Figure 1. Metal 1 (run 1).
The bar under the picture is 20 um long.
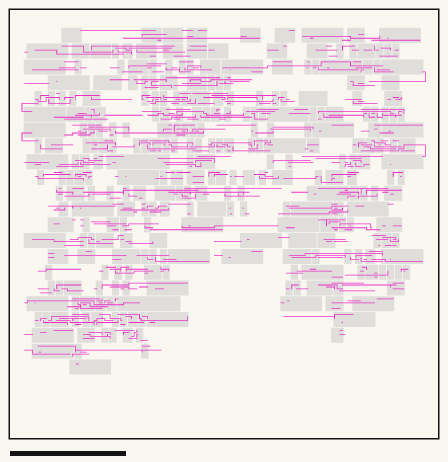
Figure 2. Clock nets (run 1).
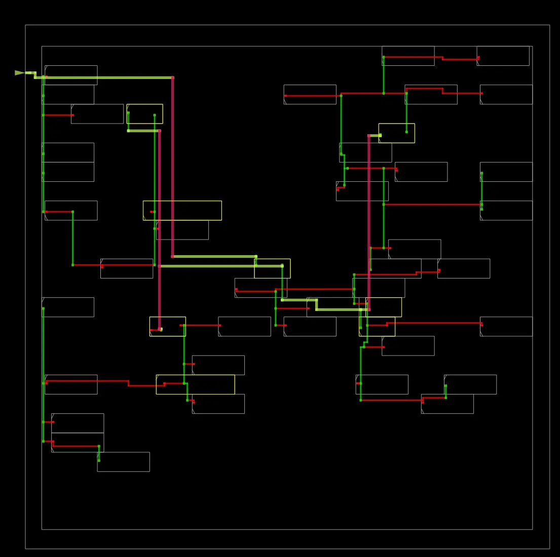
Figure 3. The metal 3 layer (run 1).
The bar under the picture is 20 um long.
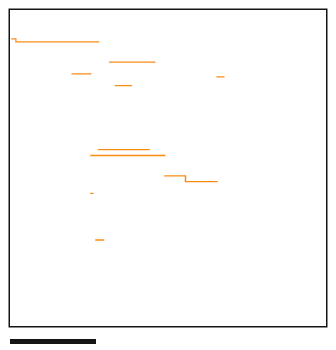
--- src/rtl/irrigation_sequencer.sv ---
// Registered actuator sequencer: turns per-cycle irrigation requests into mutually
// exclusive actuator enables with min-on times, fill timeout, blinking alarm and latched fault.
module irrigation_sequencer #(
  parameter int MIN_ON    = 8,
  parameter int MAX_FILL  = 64,
  parameter int BLINK_DIV = 4
) (
  input  logic       clk,
  input  logic       rst,
  input  logic       ve_req,
  input  logic       bs_req,
  input  logic       vs_req,
  input  logic       al_in,
  input  logic       e_in,
  input  logic       ack,
  output logic       valve_en,
  output logic       pump_en,
  output logic       drip_en,
  output logic       alarm_led,
  output logic       error_led,
  output logic       fill_to,
  output logic [2:0] state
);

  typedef enum logic [2:0] {
    IDLE     = 3'd0,
    FILL     = 3'd1,
    SPRINKLE = 3'd2,
    DRIP     = 3'd3,
    ALARM    = 3'd4,
    FAULT    = 3'd5
  } state_t;

  localparam logic [15:0] MIN_LAST   = 16'(MIN_ON - 1);
  localparam logic [15:0] FILL_LAST  = 16'(MAX_FILL - 1);
  localparam logic [15:0] BLINK_LAST = 16'(BLINK_DIV - 1);

  state_t      cur, nxt;
  logic [15:0] cnt, bcnt;
  logic        blink, ve_q;
  logic        fill_set, fill_clr;

  always_ff @(posedge clk) begin
    if (rst) begin
      cur     <= IDLE;
      cnt     <= '0;
      bcnt    <= '0;
      blink   <= 1'b0;
      ve_q    <= 1'b0;
      fill_to <= 1'b0;
    end else begin
      cur  <= nxt;
      ve_q <= ve_req;
      if (nxt != cur)           cnt <= '0;
      else if (cnt != 16'hFFFF) cnt <= cnt + 16'd1;
      // Blink phase restarts lit on every ALARM entry
      if (nxt == ALARM && cur != ALARM) begin
        blink <= 1'b1;
        bcnt  <= '0;
      end else if (nxt == ALARM) begin
        if (bcnt == BLINK_LAST) begin
          blink <= ~blink;
          bcnt  <= '0;
        end else begin
          bcnt <= bcnt + 16'd1;
        end
      end else begin
        blink <= 1'b0;
        bcnt  <= '0;
      end
      if (fill_set)      fill_to <= 1'b1;
      else if (fill_clr) fill_to <= 1'b0;
    end
  end

  always_comb begin
    nxt       = cur;
    fill_set  = 1'b0;
    fill_clr  = 1'b0;
    if (e_in) begin
      nxt = FAULT;
    end else begin
      case (cur)
        IDLE: begin
          if (al_in)       nxt = ALARM;
          else if (ve_req) nxt = FILL;
          else if (bs_req) nxt = SPRINKLE;
          else if (vs_req) nxt = DRIP;
        end
        FILL: begin
          if (al_in) nxt = ALARM;
          else if (ve_req && cnt == FILL_LAST) begin
            nxt      = FAULT;
            fill_set = 1'b1;
          end else if (!ve_req && cnt >= MIN_LAST) nxt = IDLE;
        end
        SPRINKLE: begin
          if (al_in)                          nxt = ALARM;
          else if (!bs_req && cnt >= MIN_LAST) nxt = IDLE;
        end
        DRIP: begin
          if (al_in)                          nxt = ALARM;
          else if (!vs_req && cnt >= MIN_LAST) nxt = IDLE;
        end
        ALARM: if (!al_in) nxt = IDLE;
        FAULT: begin
          if (ack) begin
            nxt      = IDLE;
            fill_clr = 1'b1;
          end
        end
        default: nxt = IDLE;
      endcase
    end

    valve_en  = (cur == FILL) || (cur == ALARM && ve_q);
    pump_en   = (cur == SPRINKLE);
    drip_en   = (cur == DRIP);
    alarm_led = (cur == ALARM) && blink;
    error_led = (cur == FAULT);
    state     = cur;
  end

endmodule

--- config.mk ---
export PLATFORM = sky130hd
export DESIGN_NAME = irrigation_sequencer
export DESIGN_NICKNAME = d
export VERILOG_FILES = /design/src/rtl/irrigation_sequencer.sv
export SDC_FILE = /design/constraint.sdc
export NUM_CORES = 1
export LEC_CHECK = 0
export ABC_AREA = 1
export CORE_MARGIN = 2
export CORE_UTILIZATION = 40
export DETAILED_ROUTE_END_ITERATION = 8
export PLACE_DENSITY = 0.69
export SETUP_SLACK_MARGIN = 0.02
export SYNTH_ARGS = -nofsm -noshare
export SYNTH_HDL_FRONTEND = slang
export SYNTH_SLANG_ARGS = --single-unit
--- constraint.sdc ---
create_clock -name clk -period 2.3 [get_ports clk]
set_input_delay 0.23 -clock clk [delete_from_list [all_inputs] [get_ports clk]]
set_output_delay 0.23 -clock clk [all_outputs]
set_load 0.02 [all_outputs]
==> Changelog: implementation, run 1 <==
## Flow update

- Run status: complete, no violations
- Reported leakage power: 0.942 nW
- Maximum cell stage delay along the critical path: 0.59 ns
- TritonCTS clock tree: done
- Dominant register cell in the synthesized netlist: sky130_fd_sc_hd__dfxtp_1
- Unique masters post-synth: 24
- Classification of the worst setup path: flop to primary output
- Chip area line of the yosys report: 0.00194 mm2
- Clock Latency Late Sink: 0.30 ns
- #FFs+latches synth: 38
- Kind of capture point of the worst setup path: primary output
- WP data arrival: 1.82 ns
- Via count: 1661
- Antenna violations before repair: 0
- Tally of buffers added on design ports: 16
- Basic-gate share of the synthesized area counting and, or, nand and nor cells: 36.2%
- Number of buffers on the longest clock path: 2
- Main logic family: simple AND/OR/NAND/NOR gates
- Number of vias per cell: 4.72
- Core Box Area: 0.00469 mm2
- Fraction of final layout cells sized beyond drive strength 1: 6.71%
- Worst-case headroom to the max-slew limit: 73.4%
- Initial Utilization: 41.4%
- Routed Wire Length: 3750 um
- Post-layout util: 49.0%
- Count of standard-cell rows: 25
- Mux share of post-synthesis cell area: 0.515%
- Layout Area Growth over Synthesis: 18.3%
- Shortest period the worst path allows: 2.05 ns
- Average size of a mapped cell: 7.07 um2
- Worst reg2reg path depth: 11
- Launching element type of the critical path: flop
- Hold-fix buffer count after cts: 0
- Maximum clock rate: 487 MHz
- Clock slew at reported path FFs: 0.08 ns
- Clk root buf: sky130_fd_sc_hd__clkbuf_8
- Share of the synthesized netlist area taken by xor and xnor gates: 12.2%
- Die outline area: 0.00543 mm2
- Final GP Congestion: 0.913
- # H-tree levels: 2
- Count of max-cap constraint violations: 0
- Height of the chip: 73.7 um
- Adder Area Share: 1.29%
- Remaining global-route overflow: 0
- Yosys Instances: 275
- Die x size: 73.7 um
- Ratio of total power to cell area: 640 mW/mm2
- DR WL/cell: 10.7 um
- Worst-margin pin slew: 0.395 ns
- Cell-by-cell listing of the critical path: nor2_1 > inv_1 > nor2_1 > nand2_1 > inv_1 > clkdlybuf4s50_1
- CP required: 2.07 ns
- HPWL Detailed: 2850 um
- Compound Share, Synth: 2.57%
- Residual DRC count: 0
- Count of library flops with an enable pin: 0
-- Figure 1 (at the start) --
nets with wire on the layer: 291
wire length on this layer: 1750 um
share of all routed wire: 47%
main direction: horizontal

-- Figure 2 (at the start) --
clock tree buffer count of the final layout: 6
flip-flop and latch count: 38
TritonCTS Sinks: 38
power attributed to the clock group: 0.701 mW
Final Skew: 0.0110 ns

-- Figure 3 (at the start) --
nets with wire on the layer: 5
wire length on this layer: 85.8 um
longest straight run: 19.3 um

## run 1: worst max-delay path, delay by kind of cell, from the launching register on
kind	cells	cell delay [ns]
flops	1	0.40
simple gates	3	0.41
buf+inv	3	0.72
## run 1: registers in the layout, summed over array words and instances, names as in the netlist
signal and count:
bcnt 16, cnt 16, state 3, blink 1, fill_to 1, ve_q 1
## run 1: area by class of cell
class	count	area (um2)	area share [%]
Clock inverter	2	60.1	2.61
Inverter	36	135	5.88
Tap cell	54	67.6	2.94
Multi-Input combinational cell	199	1030	44.6
Clock buffer	6	82.6	3.59
Sequential cell	38	761	33.1
Timing Repair Buffer	17	168	7.29
## run 1: per-stage QoR
stage          std cells  cell area [um2]  power [mW]  hold slack, ns  setup WS (ns)
2_1_floorplan        275             1940       0.751           0.299          0.425
3_3_place_gp         344             2160       0.788           0.427          0.319
3_5_place_dp         344             2160       0.788           0.438          0.269
4_1_cts              352             2300        1.49           0.454          0.237
5_1_grt              352             2300        1.52           0.478         0.0657
6_report             352             2300        1.47           0.451          0.246
## run 1: path summary, 6_finish.rpt
check	slack, ns	endpoint	from
worst min register to register	0.45	bcnt[0]	bcnt[0]
worst max register to register	0.28	cnt[10]	cnt[0]
worst min-delay path	0.45	bcnt[0]	bcnt[0]
worst max-delay path	0.25	alarm_led	state[0]
## run 1: kinds of logic after synthesis
family	Yosys count
compound gates	9
xor+xnor	27
flops	38
simple gates	160
buf+inv	38
fa+ha+maj	2
mux	1
## run 1: per-layer routing
| layer | GRT usage [%] | wire length (um) | vias to the layer above | share of wire [%] |
|---|---|---|---|---|
| li1 | - | - | 896 | - |
| met1 | 18.2 | 1750 | 745 | 47 |
| met2 | 26.4 | 1840 | 13 | 49 |
| met3 | 3.70 | 85 | 7 | 2.3 |
| met4 | 7.68 | 77 | 0 | 2.1 |
| met5 | 0 | 0 | - | 0 |
## run 1: cell usage after synthesis (2+ instances only)
cell type	n	area [um2]
sky130_fd_sc_hd__nand3_2	4	40.0
sky130_fd_sc_hd__xnor2_1	10	87.6
sky130_fd_sc_hd__a21oi_1	2	10.0
sky130_fd_sc_hd__nand3_1	18	90.1
sky130_fd_sc_hd__o21ai_0	4	20.0
sky130_fd_sc_hd__nor2_1	68	255
sky130_fd_sc_hd__nand4_1	5	31.3
sky130_fd_sc_hd__nand2_1	50	188
sky130_fd_sc_hd__nor3_1	4	20.0
sky130_fd_sc_hd__nor2_2	4	25.0
sky130_fd_sc_hd__nor4_1	3	18.8
sky130_fd_sc_hd__ha_1	2	25.0
sky130_fd_sc_hd__inv_1	36	135
sky130_fd_sc_hd__dfxtp_1	38	761
sky130_fd_sc_hd__xor2_1	17	149
sky130_fd_sc_hd__buf_6	2	22.5
## run 1: where the power goes
group | leakage (nW) | total, mW | internal (mW) | switching, mW
sequential | 0.307 | 0.672 | 0.664 | 0.00778
clock | 0.0714 | 0.701 | 0.463 | 0.238
combinational | 0.563 | 0.0994 | 0.0412 | 0.0582
==> inputs of run 2 (changes only) <==
Settings changed: HOLD_SLACK_MARGIN set to 0.06.
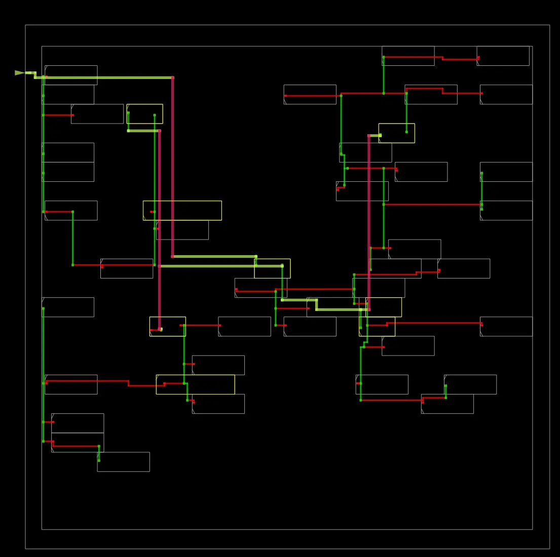
Figure 4: run 2, clock nets.
Clock Latency Late Sink: 0.30 ns
number of buffers inserted during clock tree synthesis: 5

==> run 2 against run 1 <==
Register-to-register slack is essentially flat. Non-clock buffer count did not move. Sequential power about the same. Combinational power barely moved. Area after synthesis unchanged. Global-route usage unchanged. Total power stayed put. Highest routed layer unchanged. Core utilization unchanged. Critical path type unchanged.
==> Changelog: implementation, run 2 <==
## Flow update

- Antenna violations before repair: 0
- Core Box Area: 0.00469 mm2
- Part of the cycle the worst path needs: 89.3%
- Yosys synthesis warning count: 0
- HPWL Detailed: 2850 um
- Reg-to-Reg Start: cnt[0]
- Height of the chip: 73.7 um
- Worst Hold Endpoint: bcnt[0]
- # H-tree levels: 2
- Launching element type of the critical path: flop
- Initial Utilization: 41.4%
- Commonest cells post-synth: sky130_fd_sc_hd__nor2_1, sky130_fd_sc_hd__nand2_1, sky130_fd_sc_hd__dfxtp_1
- Hold-fix buffer count after cts: 0
- Reported leakage power: 0.942 nW
- Number of buffers on the longest clock path: 2
- Clk root buf: sky130_fd_sc_hd__clkbuf_8
- Tally of buffers added on design ports: 16
- Die x size: 73.7 um
- Worst-case register-to-register setup slack: 0.28 ns
- Number of vias per cell: 4.72
- Count leader, synth: sky130_fd_sc_hd__nor2_1
- DP Cell Count: 344
- Final Skew: 0.0110 ns
- WP data arrival: 1.82 ns
- Clock slew at reported path FFs: 0.08 ns
- Combinational group share of total power: 6.7%
- Worst-case headroom to the max-slew limit: 73.4%
- Cell area after synthesis: 0.00194 mm2
- Worst-margin pin slew: 0.395 ns
- Switching share of total power: 20.7%
- CP required: 2.07 ns
- Reg2reg end: cnt[10]
- Maximum cell stage delay along the critical path: 0.59 ns
- Worst reg2reg path depth: 11
- Gate family responsible for the most delay along the worst path: buffers and inverters
- Post-layout util: 49.0%
- Count of library flops with an enable pin: 0
- Fraction of final layout cells sized beyond drive strength 1: 6.71%
- Proportion of netlist area held by the largest area contributor: 39.1%
- Shortest period the worst path allows: 2.05 ns
- Cell with the biggest individual delay on the critical path: sky130_fd_sc_hd__clkdlybuf4s50_1
- Count of buffering cells on the critical path with inverters included: 3
- Chip area line of the yosys report: 0.00194 mm2
- Kind of capture point of the worst setup path: primary output
- TritonCTS Sinks: 38
- Biggest area cells: sky130_fd_sc_hd__dfxtp_1, sky130_fd_sc_hd__nor2_1, sky130_fd_sc_hd__nand2_1, sky130_fd_sc_hd__xor2_1, sky130_fd_sc_hd__inv_1
- Via count: 1661
- Final instance count without filler cells: 352
- Fillers: 460
- Final GP Congestion: 0.913
- Run status: complete, no violations
- Number of cells produced by synthesis: 275
- Cell-by-cell listing of the critical path: nor2_1 > inv_1 > nor2_1 > nand2_1 > inv_1 > clkdlybuf4s50_1
- DR WL/cell: 10.7 um
- Count of standard-cell rows: 25
- Maximum clock rate: 487 MHz
- Die outline area: 0.00543 mm2
- #FFs+latches synth: 38
- Dominant register cell in the synthesized netlist: sky130_fd_sc_hd__dfxtp_1
- Part of the total power dissipated in sequential elements: 45.6%
- Average size of a mapped cell: 7.07 um2
- Residual DRC count: 0
- Storage cell area: 761 um2
- Critical hold path startpoint: bcnt[0]
- Switching pwr: 0.304 mW
- Dominant cell type by area after synthesis: sky130_fd_sc_hd__dfxtp_1
- Multi-input combinational cell area: 0.00103 mm2
- TritonCTS clock tree: done
- Yosys Instances: 275
- Ratio of total power to cell area: 640 mW/mm2
- Routed Wire Length: 3750 um
- Classification of the worst setup path: flop to primary output
- Layout Area Growth over Synthesis: 18.3%
- Internal power summed over all cells: 1.17 mW
- Clk pwr share: 47.6%
- Unique masters post-synth: 24
- Count of max-cap constraint violations: 0
- Remaining global-route overflow: 0
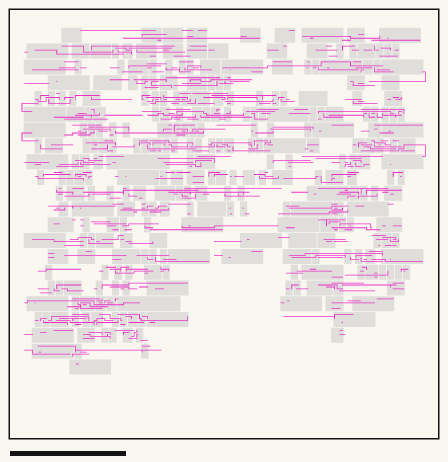
Figure 5: run 2, metal 1.
The bar under the picture is 20 um long.
nets with wire on the layer: 291
wire length on this layer: 1750 um
main direction: horizontal
longest straight run: 23.5 um
share of all routed wire: 47%

==> run 2: cell counts in the layout (fill, tap and decap cells not counted) <==
No cell type changed its count.
==> run 2: cells by family (layout without fill, tap and decap cells) <==
kind of cell / Yosys count / after routing / share of synthesized area (%)
XOR/XNOR: 27 / 27 / 12.2
AND-OR/OR-AND: 9 / 9 / 2.57
adder cells (fa/ha/maj): 2 / 2 / 1.29
buffers and inverters: 38 / 61 / 8.11
flip-flops: 38 / 38 / 39.1
multiplexers: 1 / 1 / 0.515
AND/OR/NAND/NOR: 160 / 160 / 36.2
==> run 2: worst max-delay path by stage <==
stage          startpoint         to  slack [ns]  cells after the start
3_5_place_dp       cnt[0]    cnt[10]        0.27                     11
3_3_place_gp       cnt[0]    cnt[10]        0.32                     11
2_1_floorplan    state[0]    cnt[13]        0.42                     11
6_report         state[0]  alarm_led        0.25                      6
5_1_grt            cnt[1]    cnt[10]        0.07                     11
4_1_cts          state[0]  alarm_led        0.24                      6
==> run 2: metal layers <==
layer  vias to the layer above  part of all wire, %  track usage [%]
met5                         -                    0                0
met4                         0                  2.1             7.68
met3                         7                  2.3             3.70
met2                        13                   49             26.4
met1                       745                   47             18.2
li1                        896                    -                -
==> run 2: worst reg2reg max path, delay by kind of cell (launching register included) <==
family                     cells  cell delay, ns
xor gates and xnor gates       1            0.16
and+or+nand+nor                8            1.04
DFF                            1            0.37
adders and majority gates      1            0.22
buffers and inverters          1            0.12
==> run 2: layout make-up <==
cell class	count	area share (%)
well taps	54	2.94
inverters	36	5.88
flip-flops and latches	38	33.1
repair buffers	17	7.29
clock buffers	6	3.59
clock inverters	2	2.61
multi-input cells	199	44.6
==> run 2: stage by stage <==
step | hold WS, ns | power [mW] | area [um2] | worst slack [ns]
floorplan | 0.299 | 0.751 | 1940 | 0.425
global placement | 0.427 | 0.788 | 2160 | 0.319
detailed placement | 0.438 | 0.788 | 2160 | 0.269
CTS | 0.454 | 1.49 | 2300 | 0.237
global route | 0.478 | 1.52 | 2300 | 0.0657
finish | 0.451 | 1.47 | 2300 | 0.246
==> run 2: power groups by stage <==
stage	Clock, mW	Sequential [mW]	Combinational, mW
finish	0.701	0.672	0.0994
global route	0.737	0.673	0.112
CTS	0.716	0.672	0.101
detailed placement	0	0.688	0.100
global placement	0	0.687	0.100
floorplan	0	0.689	0.0622
==> inputs of run 3 (changes only) <==
Settings changed: PLACE_DENSITY 0.69 to unset, PLACE_DENSITY_LB_ADDON set to 0.1.
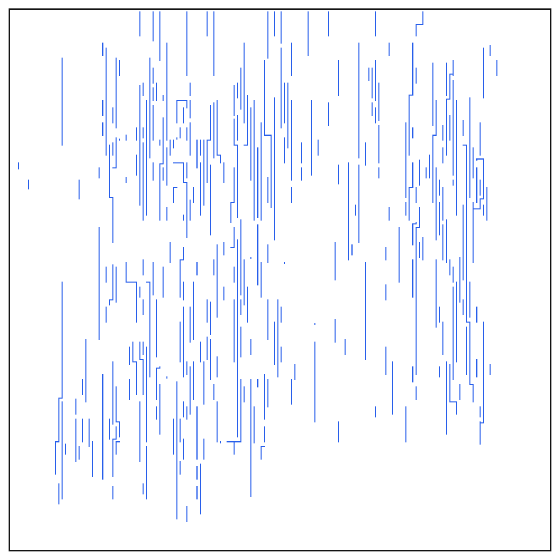
Figure 6: run 3, met2 routing.
nets with wire on the layer: 225
main direction: vertical
wire length on this layer: 1730 um

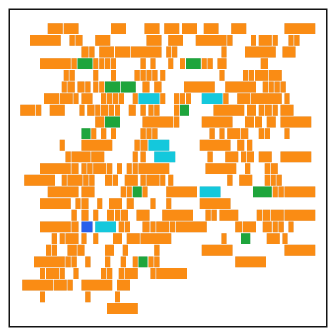
Figure 7: run 3, drive-strength map.
| colour | size | cells |
|---|---|---|
| green | x2 | 11 |
| cyan | x6 and larger | 6 |
| orange | x1 and smaller | 278 |
| blue | x3 and x4 | 1 |
post-layout instance area: 0.00224 mm2
Setup WS post-layout: 0.267 ns

==> run 3 against run 2 <==
Via count down 1.0%. Total power down 17%. Die area unchanged. Register-to-register slack better by 0.03 ns. Critical endpoint unchanged. Largest cell class unchanged.
==> Changelog: implementation, run 3 <==
## Flow update

- Chip area line of the yosys report: 0.00194 mm2
- Number of cells produced by synthesis: 275
- Reported leakage power: 0.914 nW
- Dominant register cell in the synthesized netlist: sky130_fd_sc_hd__dfxtp_1
- Commonest cells post-synth: sky130_fd_sc_hd__nor2_1, sky130_fd_sc_hd__nand2_1, sky130_fd_sc_hd__dfxtp_1
- Number of vias per cell: 4.70
- Clock Latency Late Sink: 0.28 ns
- Maximum number of pins on one net before global-route repair: 17
- Maximum resistive drop on vdd: 250 uV
- Part of the cycle the worst path needs: 88.4%
- Kind of capture point of the worst setup path: primary output
- Crit Path Max Fanout: 7
- Clock slew at reported path FFs: 0.08 ns
- Post-detailed-route count of antenna-violating nets: 0
- TritonCTS clock tree: done
- # H-tree levels: 2
- CP required: 2.07 ns
- Worst-case headroom to the max-slew limit: 72.7%
- Cell-by-cell listing of the critical path: nor2_1 > inv_1 > nor2_1 > nand2_1 > inv_1 > clkdlybuf4s50_1
- Hold-fix buffer count after cts: 0
- DR WL/cell: 10.5 um
- Average size of a mapped cell: 7.07 um2
- Die x size: 73.7 um
- Cell area after synthesis: 0.00194 mm2
- Setup repair after global routing missed its margin: no
- Classification of the worst setup path: flop to primary output
- Syn Nets: 285
- Global-route wire length before repair: 6560 um
- Count of max-cap constraint violations: 0
- TritonCTS Sinks: 38
- Overall routing resource usage: 15.3%
- Number of buffers on the longest clock path: 2
- Number of nets in the finished design: 307
- Via count: 1644
- Worst reg2reg path depth: 11
- Antenna violations before repair: 0
- Ys async rst share: 0%
- Yosys synthesis warning count: 0
- Layout Area Growth over Synthesis: 15.2%
- Maximum cell stage delay along the critical path: 0.59 ns
- Biggest area cells: sky130_fd_sc_hd__dfxtp_1, sky130_fd_sc_hd__nor2_1, sky130_fd_sc_hd__nand2_1, sky130_fd_sc_hd__xor2_1, sky130_fd_sc_hd__inv_1
- Yosys Instances: 275
- Final Skew: 0.00870 ns
- Worst-margin pin slew: 0.406 ns
- WP data arrival: 1.80 ns
- Antenna diode count: 0
- Final setup viols: 0
- Cell Area, Placed: 0.00216 mm2
- Residual DRC count: 0
- HPWL Detailed: 2760 um
- Clk root buf: sky130_fd_sc_hd__clkbuf_8
- Top library cells by usage in the layout, fill and taps aside: sky130_fd_sc_hd__nor2_1, sky130_fd_sc_hd__nand2_1, sky130_fd_sc_hd__dfxtp_1
- Ratio of total power to cell area: 545 mW/mm2
- Shortest period the worst path allows: 2.03 ns
- Count of library flops with an enable pin: 0
- #FFs+latches synth: 38
- Final GP Congestion: 0.787
- Levels on crit path: 6
- Count of standard-cell rows: 25
- Number of DRC markers in iteration 0: 53
- Number of buffers inserted during clock tree synthesis: 5
- Routed Wire Length: 3680 um
- Unique masters post-synth: 24
- Commonest non-fill, non-tap cell in the layout: sky130_fd_sc_hd__nor2_1
- Die outline area: 0.00543 mm2
- Hold depth: 1
- Gate family responsible for the most delay along the worst path: buffers and inverters
- Number of ports placed on the die boundary: 17
- Count leader, synth: sky130_fd_sc_hd__nor2_1
- Initial Utilization: 41.4%
- Core Box Area: 0.00469 mm2
- Dominant cell type by area after synthesis: sky130_fd_sc_hd__dfxtp_1
- Height of the chip: 73.7 um
- Remaining global-route overflow: 0
- Launching element type of the critical path: flop
- Cell with the biggest individual delay on the critical path: sky130_fd_sc_hd__clkdlybuf4s50_1
- Run status: complete, no violations
- Tally of buffers added on design ports: 16
- Count of buffering cells on the critical path with inverters included: 3
- Proportion of netlist area held by the largest area contributor: 39.1%
- Fraction of final layout cells sized beyond drive strength 1: 6.08%
- Final-report hold violation count: 0
- Maximum clock rate: 492 MHz
- Seq/Total Area, Yosys: 39.1%
- Setup repair bufs after CTS: 0
## run 3: netlist changes by cell type in the layout (fill, tap and decap cells not counted)
cell,previous run,this run
sky130_fd_sc_hd__bufinv_16,2,0
## run 3: power breakdown
| part | internal, mW | switching [mW] |
|---|---|---|
| clock | 0.231 | 0.218 |
| combinational | 0.0412 | 0.0591 |
| sequential | 0.665 | 0.00739 |
| total | 0.937 | 0.285 |
## run 3: logic make-up (layout without fill, tap and decap cells)
group / after synthesis / after routing / synth area share (%)
adders and majority gates: 2 / 2 / 1.29
xor gates and xnor gates: 27 / 27 / 12.2
and+or+nand+nor: 160 / 160 / 36.2
AOI/OAI and AO/OA: 9 / 9 / 2.57
muxes: 1 / 1 / 0.515
DFF: 38 / 38 / 39.1
buffers and inverters: 38 / 59 / 8.11
## run 3: path summary, 6_finish.rpt
kind | startpoint | to | slack (ns)
max | state[0] | alarm_led | 0.27
min | bcnt[0] | bcnt[0] | 0.45
max reg2reg | cnt[0] | cnt[10] | 0.31
min reg2reg | bcnt[0] | bcnt[0] | 0.45
## run 3: final cells by class
class	count	area, um2
Fill cell	481	2450
Multi-Input combinational cell	199	1030
Sequential cell	38	761
Tap cell	54	67.6
Timing Repair Buffer	17	168
Clock buffer	6	82.6
Inverter	36	135
## run 3: per-layer routing
metal / vias to the layer above / global-route usage (%) / part of all wire, %
li1: 892 / - / -
met1: 732 / 19.5 / 49
met2: 14 / 24.4 / 47
met3: 6 / 4.53 / 2.4
met4: 0 / 5.66 / 1.5
met5: - / 0 / 0
## run 3: stage by stage
step | hold slack, ns | utilization, % | worst slack [ns] | std cells | power, mW
floorplan | 0.299 | - | 0.425 | 275 | 0.751
global placement | 0.433 | 46.0 | 0.314 | 344 | 0.789
detailed placement | 0.444 | 46.0 | 0.301 | 344 | 0.787
CTS | 0.456 | 47.7 | 0.249 | 350 | 1.24
global route | 0.469 | 47.7 | 0.0829 | 350 | 1.28
finish | 0.448 | 47.7 | 0.267 | 350 | 1.22
Power is estimated from default activity; no workload was simulated.
